**Run 1: gate-type map**

Drawn at 2 px/um.
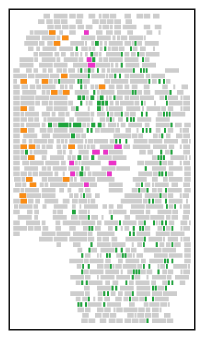
**Run 1: clock distribution**

Drawn at 4 px/um.
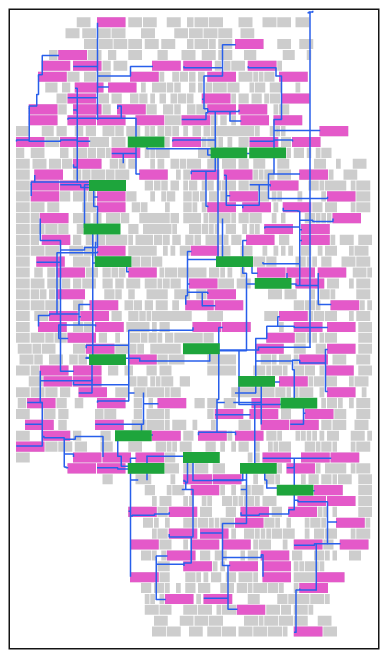
**Run 1: routed metal, one color a layer**

Drawn at 2 px/um.
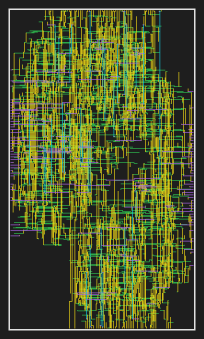
**Run 1: metal 3**

Drawn at 4 px/um.
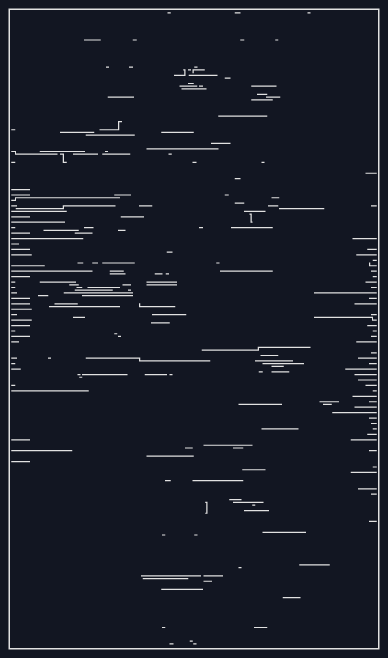
$ cat src/rtl/ifetch_unit.sv
// ifetch_unit: PC register plus 2-entry fetch buffer feeding decode.
// Fetches one word per cycle from a windowed, combinational instruction memory.
module ifetch_unit #(
  parameter logic [31:0] RESET_PC = 32'h00003000,
  parameter logic [31:0] IM_BASE  = 32'h00003000,
  parameter int unsigned IM_WORDS = 1024
) (
  input  logic        clk,
  input  logic        reset_n,
  output logic [31:0] imem_addr,
  input  logic [31:0] imem_rdata,
  input  logic        redirect_valid,
  input  logic [31:0] redirect_pc,
  output logic        out_valid,
  input  logic        out_ready,
  output logic [31:0] out_instr,
  output logic [31:0] out_pc,
  output logic        fetch_fault
);

  localparam logic [31:0] IM_LAST =
    IM_BASE + 32'(IM_WORDS * 4) - 32'd4;

  typedef struct packed {
    logic [31:0] pc;
    logic [31:0] instr;
  } fq_t;

  logic [31:0] pc_q;
  logic [31:0] pc_d;
  logic        fault_q;
  logic        fault_d;
  fq_t         e0_q;
  fq_t         e0_d;
  fq_t         e1_q;
  fq_t         e1_d;
  logic [1:0]  cnt_q;
  logic [1:0]  cnt_d;

  logic [31:0] tgt;
  logic        pc_ok;
  logic        tgt_ok;
  logic        full;
  logic        pop;
  logic        push;
  fq_t         fetched;

  assign tgt     = redirect_pc & 32'hFFFF_FFFC;
  assign pc_ok   = (pc_q >= IM_BASE) && (pc_q <= IM_LAST);
  assign tgt_ok  = (tgt >= IM_BASE) && (tgt <= IM_LAST);
  assign full    = (cnt_q == 2'd2);
  assign pop     = out_valid && out_ready;
  assign push    = !redirect_valid && !fault_q && pc_ok
                   && (!full || pop);
  assign fetched = '{pc: pc_q, instr: imem_rdata};

  assign imem_addr   = pc_q;
  assign out_valid   = (cnt_q != 2'd0);
  assign out_instr   = e0_q.instr;
  assign out_pc      = e0_q.pc;
  assign fetch_fault = fault_q;

  // Next PC and sticky fault: redirect wins, else step on push.
  always_comb begin
    pc_d    = pc_q;
    fault_d = fault_q;
    if (redirect_valid) begin
      pc_d = tgt;
      if (tgt_ok) fault_d = 1'b0;
    end else begin
      if (push)   pc_d    = pc_q + 32'd4;
      if (!pc_ok) fault_d = 1'b1;
    end
  end

  // Buffer next state: e0 is the head, e1 the tail slot.
  always_comb begin
    e0_d  = e0_q;
    e1_d  = e1_q;
    cnt_d = cnt_q;
    if (redirect_valid) begin
      cnt_d = 2'd0;
    end else begin
      unique case (1'b1)
        push && pop: begin
          if (cnt_q == 2'd1) begin
            e0_d = fetched;
          end else begin
            e0_d = e1_q;
            e1_d = fetched;
          end
        end
        push && !pop: begin
          if (cnt_q == 2'd0) e0_d = fetched;
          else               e1_d = fetched;
          cnt_d = cnt_q + 2'd1;
        end
        !push && pop: begin
          e0_d  = e1_q;
          cnt_d = cnt_q - 2'd1;
        end
        default: ;
      endcase
    end
  end

  // State registers; reset overrides redirect, fetch and pop.
  always_ff @(posedge clk) begin
    if (!reset_n) begin
      pc_q    <= RESET_PC;
      fault_q <= 1'b0;
      cnt_q   <= 2'd0;
      e0_q    <= '0;
      e1_q    <= '0;
    end else begin
      pc_q    <= pc_d;
      fault_q <= fault_d;
      cnt_q   <= cnt_d;
      e0_q    <= e0_d;
      e1_q    <= e1_d;
    end
  end

endmodule

$ cat config.mk
export PLATFORM = sky130hd
export DESIGN_NAME = ifetch_unit
export DESIGN_NICKNAME = d
export VERILOG_FILES = /design/src/rtl/ifetch_unit.sv
export SDC_FILE = /design/constraint.sdc
export NUM_CORES = 1
export LEC_CHECK = 0
export CORE_ASPECT_RATIO = 1.75
export CORE_UTILIZATION = 50
export DETAILED_ROUTE_END_ITERATION = 16
export PLACE_DENSITY = 0.92
export RECOVER_POWER = 100
export SLEW_MARGIN = 25
export SYNTH_ARGS = -nofsm -noshare
export SYNTH_HDL_FRONTEND = slang
export SYNTH_SLANG_ARGS = --single-unit
$ cat constraint.sdc
create_clock -name clk -period 2.8 [get_ports clk]
set_clock_uncertainty 0.15 [all_clocks]
set_input_delay 0.42 -clock clk [delete_from_list [all_inputs] [get_ports clk]]
set_output_delay 0.42 -clock clk [all_outputs]
set_load 0.005 [all_outputs]
==> tab_implementation.tex, run 1 <==
% Synthesis and place-and-route results
\begin{tabular}{lr}
\hline
Metric & Value \\
\hline
\multicolumn{2}{l}{\textbf{Job}} \\
Number of warning messages in the logs & 32 \\
MaxCap Viol Count & 1 \\
\multicolumn{2}{l}{\textbf{Clocking}} \\
\# clock sinks & 157 \\
Maximum number of buffers from clock root to sink & 2 \\
Clock tree from TritonCTS & yes \\
CTS clk-pin slew, worst paths & 0.06 ns \\
Postcts setup bufs & 0 \\
\# resized after CTS & 0 \\
\multicolumn{2}{l}{\textbf{STA}} \\
Normalized max-slew margin & -17.14\% \\
Post-layout period usage & 93.89\% \\
Setup repair after global routing missed its margin & false \\
Worst Hold Slack & 0.2965 ns \\
\# setup viols final & 0 \\
Max Fclk & 380.4 MHz \\
Transition time at the pin with the least slew margin & 1.757 ns \\
Max Transition Viols Final & 28 \\
\multicolumn{2}{l}{\textbf{Worst setup path}} \\
Data arrival time of the worst path & 2.82 ns \\
Largest fanout on the critical path & 58 \\
Crit path max-delay family & buffers and inverters \\
Worst reg2reg setup slack & 0.17 ns \\
Ordered cell list for the critical path & clkbuf\_1 -> nor4\_1 -> nand4b\_2 -> o41ai\_4 -> buf\_6 -> a22oi\_1 -> o2bb2ai\_1 \\
Launching element type of the critical path & flip-flop \\
Element type at the critical path end & flip-flop \\
Combined buffer and inverter count along the critical path & 2 \\
\multicolumn{2}{l}{\textbf{Outcome}} \\
Violations in the final reports & max-capacitance violations, max-slew violations \\
Outcome & finished with violations \\
\multicolumn{2}{l}{\textbf{Power}} \\
Worst voltage drop across the vdd grid & 0.3987 mV \\
PwrDens & 552.8 mW/mm2 \\
Internal power summed over all cells & 3.850 mW \\
Switching power of the nets & 1.232 mW \\
Switching power as a share of total power & 24.24\% \\
\multicolumn{2}{l}{\textbf{Logic synthesis}} \\
Yosys stat chip area & 0.007086 mm2 \\
Post-Synthesis Cells & 769 \\
Leading register cell type out of synthesis & sky130\_fd\_sc\_hd\_\_dfxtp\_1 \\
\multicolumn{2}{l}{\textbf{Global routing}} \\
First-pass GRT wire length & 31460 um \\
Initial antenna violation count & 0 \\
\multicolumn{2}{l}{\textbf{Route}} \\
Wire length on met3 & 1055 um \\
Sum of routed wire segments on met1 & 7075 um \\
Post-route DRC & 0 \\
Drt total wl & 19610 um \\
Routed wl met2 & 10500 um \\
Starting DRC count in detailed routing & 402 \\
\multicolumn{2}{l}{\textbf{Placement}} \\
Number of buffers added on ports & 159 \\
Count of placed standard cells including taps & 1064 \\
Last weighted congestion value of the routability-driven placer & 0.9373 \\
\multicolumn{2}{l}{\textbf{Die}} \\
Die Y & 159.5 um \\
Core box area & 0.01384 mm2 \\
\multicolumn{2}{l}{\textbf{Min path}} \\
Hold Path Class & in2reg \\
\multicolumn{2}{l}{\textbf{Cells and area}} \\
Number of diodes & 0 \\
\hline
\end{tabular}
Notes on 'gate-type map' above:
legend:
  nand cells:
    color: green
    cells: 169
    most_used: nand2_1
  non-inverting ao/oa cells:
    color: magenta
    cells: 11
    most_used: o21a_1
    where: center
  mux cells:
    color: orange
    cells: 20
    most_used: mux2i_1
final standard cell count with taps included and fillers excluded: 1096
most common cell after layout, fill and taps aside: sky130_fd_sc_hd__dfxtp_1
combinational share of cell area: 35.05%

Notes on 'clock distribution' above:
legend:
  flip-flops:
    color: magenta
    count: 157
  clock drivers:
    color: green
    count: 17
  clock wires:
    color: blue
    length: 1820 um
routed clock nets: 18
flops lie: widely spread
Worst-Skew Late Latency: 0.42 ns
clock network power consumption: 2.36 mW
relative contribution of the clock network to total power: 46.4%

Notes on 'routed metal, one color a layer' above:
legend:
  metal 1:
    color: green
    wire_length: 7080 um
  metal 4:
    color: cyan
    wire_length: 988 um
  metal 2:
    color: yellow
    wire_length: 10500 um
  metal 3:
    color: purple
    wire_length: 1060 um
combined global-route utilization of all metal layers: 26.98%
per-cell routed wire length: 17.90 um

Notes on 'metal 3' above:
nets with wire on the layer: 154
wire length on this layer: 1060 um
longest straight run: 26.0 um
main direction: horizontal
vias after detailed routing: 6439
met3 routing resource usage after global routing: 4.919%

run 1: sequential cells by signal, summed over array words and instances (netlist names):
name / cells
fetch_fault: 1
imem_addr: 30
out_instr: 32
out_pc: 30
cnt_q: 2
e1_q: 62
run 1: routing by layer:
layer  track usage, %  vias to the layer above
li1                 -                     3029
met1            28.37                     3039
met2            48.41                      299
met3            4.919                       72
met4            17.19                        0
met5                0                        -
run 1: layout make-up:
cell class              instances  area (um2)  area share (%)
clock buffers                  19       452.9           4.927
multi-input cells             495        3222           35.05
inverters                      53       198.9           2.164
clock inverters                13       151.4           1.647
flip-flops and latches        157        3143           34.19
repair buffers                182        1803           19.61
well taps                     177       221.5           2.409
run 1: final timing paths:
path                              startpoint                 endpoint  depth (start not counted)
hold reg to reg      out_pc[29]$_SDFFE_PN0P_  out_pc[29]$_SDFFE_PN0P_                          2
setup / recovery  imem_addr[16]$_SDFFE_PN0P_  out_pc[15]$_SDFFE_PN0P_                          7
hold / removal                       reset_n    cnt_q[0]$_SDFFE_PP0N_                          3
setup reg to reg  imem_addr[16]$_SDFFE_PN0P_  out_pc[15]$_SDFFE_PN0P_                          7
run 1: worst register-to-register path, delay by kind of cell (launching register included):
family                 cells  cell delay [ns]
AND-OR/OR-AND              3             0.71
buffers and inverters      2             0.68
AND/OR/NAND/NOR            2             0.67
flip-flops                 1             0.34
run 1: power groups by stage:
| stage | sequential (mW) | combinational, mW | clock [mW] |
|---|---|---|---|
| 2_1_floorplan | 2.35 | 0.198 | 0 |
| 3_3_place_gp | 2.36 | 0.419 | 0 |
| 3_5_place_dp | 2.36 | 0.424 | 0 |
| 4_1_cts | 2.31 | 0.429 | 2.38 |
| 5_1_grt | 2.32 | 0.434 | 2.47 |
| 6_report | 2.32 | 0.408 | 2.36 |
run 1: cell families (layout without fill, tap and decap cells):
| group | after synthesis | count (layout) | synth area share (%) |
|---|---|---|---|
| mux | 20 | 20 | 2.825 |
| other cells | 1 | 4 | 0.05292 |
| compound gates | 214 | 214 | 26.75 |
| flops | 157 | 157 | 44.36 |
| buf+inv | 120 | 267 | 7.522 |
| xor+xnor | 3 | 3 | 0.3709 |
| fa+ha+maj | 5 | 5 | 0.8829 |
| simple gates | 249 | 249 | 17.23 |
run 1: placed cells by master (no fill, tap or decap), drive strengths merged, types with 11 or more instances in the layout:
| cell | n |
|---|---|
| dlygate4sd3 | 93 |
| nor2b | 22 |
| o221ai | 42 |
| clkdlybuf4s50 | 64 |
| o2bb2ai | 16 |
| dfxtp | 157 |
| a22oi | 16 |
| mux2i | 20 |
| o21ai | 15 |
| buf | 21 |
| nor3 | 11 |
| and3 | 20 |
| a21oi | 12 |
| o211ai | 43 |
| nor4 | 14 |
| nand2 | 145 |
| inv | 59 |
| a21boi | 44 |
| clkbuf | 23 |
run 1: metrics by stage:
stage	area (um2)	worst slack, ns
after floorplan	7097	0.5711
after global placement	8846	0.3987
after detailed placement	8846	0.3468
after CTS	9450	0.3298
after global routing	9193	0.1077
final	9193	0.1711
**Run 1: the clock network**

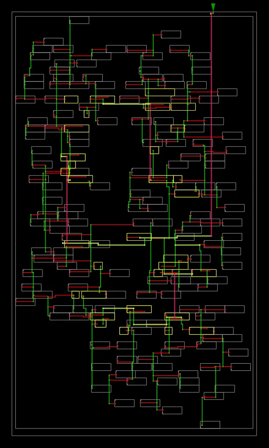

==> run 2, diff against run 1 <==
--- a/config.mk
+++ b/config.mk
@@ -6,11 +6,10 @@
 export NUM_CORES = 1
 export LEC_CHECK = 0
 export CORE_ASPECT_RATIO = 1.75
-export CORE_UTILIZATION = 50
+export CORE_UTILIZATION = 54
 export DETAILED_ROUTE_END_ITERATION = 16
-export PLACE_DENSITY = 0.92
+export PLACE_DENSITY = 0.95
 export RECOVER_POWER = 100
-export SLEW_MARGIN = 25
 export SYNTH_ARGS = -nofsm -noshare
 export SYNTH_HDL_FRONTEND = slang
 export SYNTH_SLANG_ARGS = --single-unit
==> constraint.sdc (replaced) <==
create_clock -name clk -period 3.2 [get_ports clk]
set_clock_uncertainty 0.15 [all_clocks]
set_input_delay 0.48 -clock clk [delete_from_list [all_inputs] [get_ports clk]]
set_output_delay 0.48 -clock clk [all_outputs]
set_load 0.005 [all_outputs]
**Run 2: the clock network**

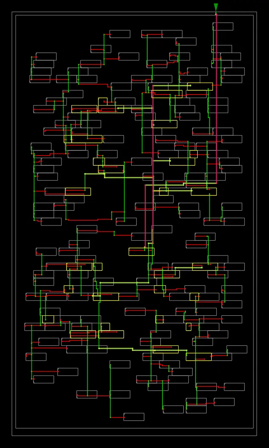
number of buffers created by CTS: 17
Clock Buffer Count: 17
flop count: 157
# clock sinks: 157
clock network power consumption: 2.07 mW

==> tab_implementation.tex, run 2 <==
% Synthesis and place-and-route results
\begin{tabular}{lr}
\hline
Metric & Value \\
\hline
\multicolumn{2}{l}{\textbf{Cells and area}} \\
Number of diodes & 0 \\
Register ranked first by flip-flop count & e1\_q \\
Most common cell after layout, fill and taps aside & sky130\_fd\_sc\_hd\_\_dfxtp\_1 \\
\multicolumn{2}{l}{\textbf{Outcome}} \\
Violations in the final reports & max-capacitance violations, max-slew violations \\
Outcome & finished with violations \\
\multicolumn{2}{l}{\textbf{Placement}} \\
Number of buffers added on ports & 159 \\
Last weighted congestion value of the routability-driven placer & 0.9293 \\
\multicolumn{2}{l}{\textbf{STA}} \\
Normalized max-slew margin & -14.69\% \\
Max Fclk & 364.2 MHz \\
Max Transition Viols Final & 28 \\
Post-layout period usage & 85.81\% \\
Setup repair after global routing missed its margin & false \\
Transition time at the pin with the least slew margin & 1.720 ns \\
\multicolumn{2}{l}{\textbf{Clocking}} \\
CTS clk-pin slew, worst paths & 0.07 ns \\
Worst-Skew Late Latency & 0.42 ns \\
Clock tree from TritonCTS & yes \\
Postcts setup bufs & 0 \\
Maximum number of buffers from clock root to sink & 2 \\
\multicolumn{2}{l}{\textbf{Route}} \\
Per-cell routed wire length & 17.81 um \\
Starting DRC count in detailed routing & 458 \\
Drt total wl & 19270 um \\
\multicolumn{2}{l}{\textbf{Job}} \\
Number of warning messages in the logs & 32 \\
MaxCap Viol Count & 1 \\
\multicolumn{2}{l}{\textbf{Power}} \\
Worst voltage drop across the vdd grid & 0.3665 mV \\
\multicolumn{2}{l}{\textbf{Logic synthesis}} \\
Yosys stat chip area & 0.007086 mm2 \\
Leading register cell type out of synthesis & sky130\_fd\_sc\_hd\_\_dfxtp\_1 \\
\multicolumn{2}{l}{\textbf{Min path}} \\
Hold Path Class & reg2reg \\
\multicolumn{2}{l}{\textbf{Worst setup path}} \\
Launching element type of the critical path & flip-flop \\
Largest fanout on the critical path & 43 \\
\multicolumn{2}{l}{\textbf{Global routing}} \\
Met1 usage & 32.15\% \\
Global routing usage on met2 & 52.27\% \\
Initial antenna violation count & 0 \\
\multicolumn{2}{l}{\textbf{Die}} \\
Core box area & 0.01287 mm2 \\
Die Y & 153.5 um \\
\hline
\end{tabular}
run 2: cell types whose count changed in the layout (fill, tap and decap cells not counted), moves of 2 or more:
cell                       previous run  this run
sky130_fd_sc_hd__o221ai_2             4         2
sky130_fd_sc_hd__o221ai_1            38        40
sky130_fd_sc_hd__inv_8                1         3
sky130_fd_sc_hd__buf_2                3         1
sky130_fd_sc_hd__clkbuf_8             2         0
sky130_fd_sc_hd__buf_4               12         7
run 2: critical path, cell delays in order, from the launching register on:
cell,delay (ns)
sky130_fd_sc_hd__dfxtp_1,0.40
sky130_fd_sc_hd__nor4_1,0.44
sky130_fd_sc_hd__and4_1,0.54
sky130_fd_sc_hd__a31oi_1,0.22
sky130_fd_sc_hd__o21ai_0,0.38
sky130_fd_sc_hd__buf_12,0.28
sky130_fd_sc_hd__o221ai_1,0.17
run 2: cell families after synthesis:
family / after synthesis / synth area share [%]
AOI/OAI and AO/OA: 214 / 26.75
xor gates and xnor gates: 3 / 0.3709
adders and majority gates: 5 / 0.8829
buffers and inverters: 120 / 7.522
DFF: 157 / 44.36
muxes: 20 / 2.825
other: 1 / 0.05292
and+or+nand+nor: 249 / 17.23
run 2: metal layers:
metal	wire length [um]	part of all wire, %	vias to the layer above
li1	-	-	2993
met1	7115	37	3065
met2	10260	53	318
met3	1040	5.4	69
met4	853	4.4	0
met5	0	0	-
run 2: path summary, 6_finish.rpt:
check | start | end | slack [ns] | cells past startpoint
max reg2reg | imem_addr[15]$_SDFFE_PN0P_ | out_pc[11]$_SDFFE_PN0P_ | 0.45 | 6
min reg2reg | e1_q[7]$_SDFFE_PN0P_ | e1_q[7]$_SDFFE_PN0P_ | 0.31 | 2
min | e1_q[7]$_SDFFE_PN0P_ | e1_q[7]$_SDFFE_PN0P_ | 0.31 | 2
max | imem_addr[15]$_SDFFE_PN0P_ | out_pc[11]$_SDFFE_PN0P_ | 0.45 | 6
run 2: cell type report:
cell class,instances,area [um2],area share [%]
multi-input combinational,495,3204,35.26
sequential,157,3143,34.58
timing repair buffer,174,1729,19.03
clock buffer,17,425.4,4.681
tap,171,214.0,2.354
inverter,53,198.9,2.189
clock inverter,15,173.9,1.914
run 2: through the flow:
stage,cells,setup slack [ns],utilization [%],total power [mW],cell area [um2]
after floorplan,772,0.9711,-,2.230,7097
after global placement,1050,0.5341,68.02,2.423,8753
after detailed placement,1050,0.5016,68.02,2.429,8753
after CTS,1082,0.5648,72.68,4.475,9353
after global routing,1082,0.2828,70.63,4.579,9089
final,1082,0.4542,70.63,4.441,9089
run 2: power by group:
part	switching, mW	leakage (nW)	internal (mW)
registers	0.0470	1.27	1.98
clock network	0.892	0.287	1.18
logic	0.170	1.86	0.172
total	1.11	3.42	3.33
No activity file was given, so power comes from the tool's default toggle rates.
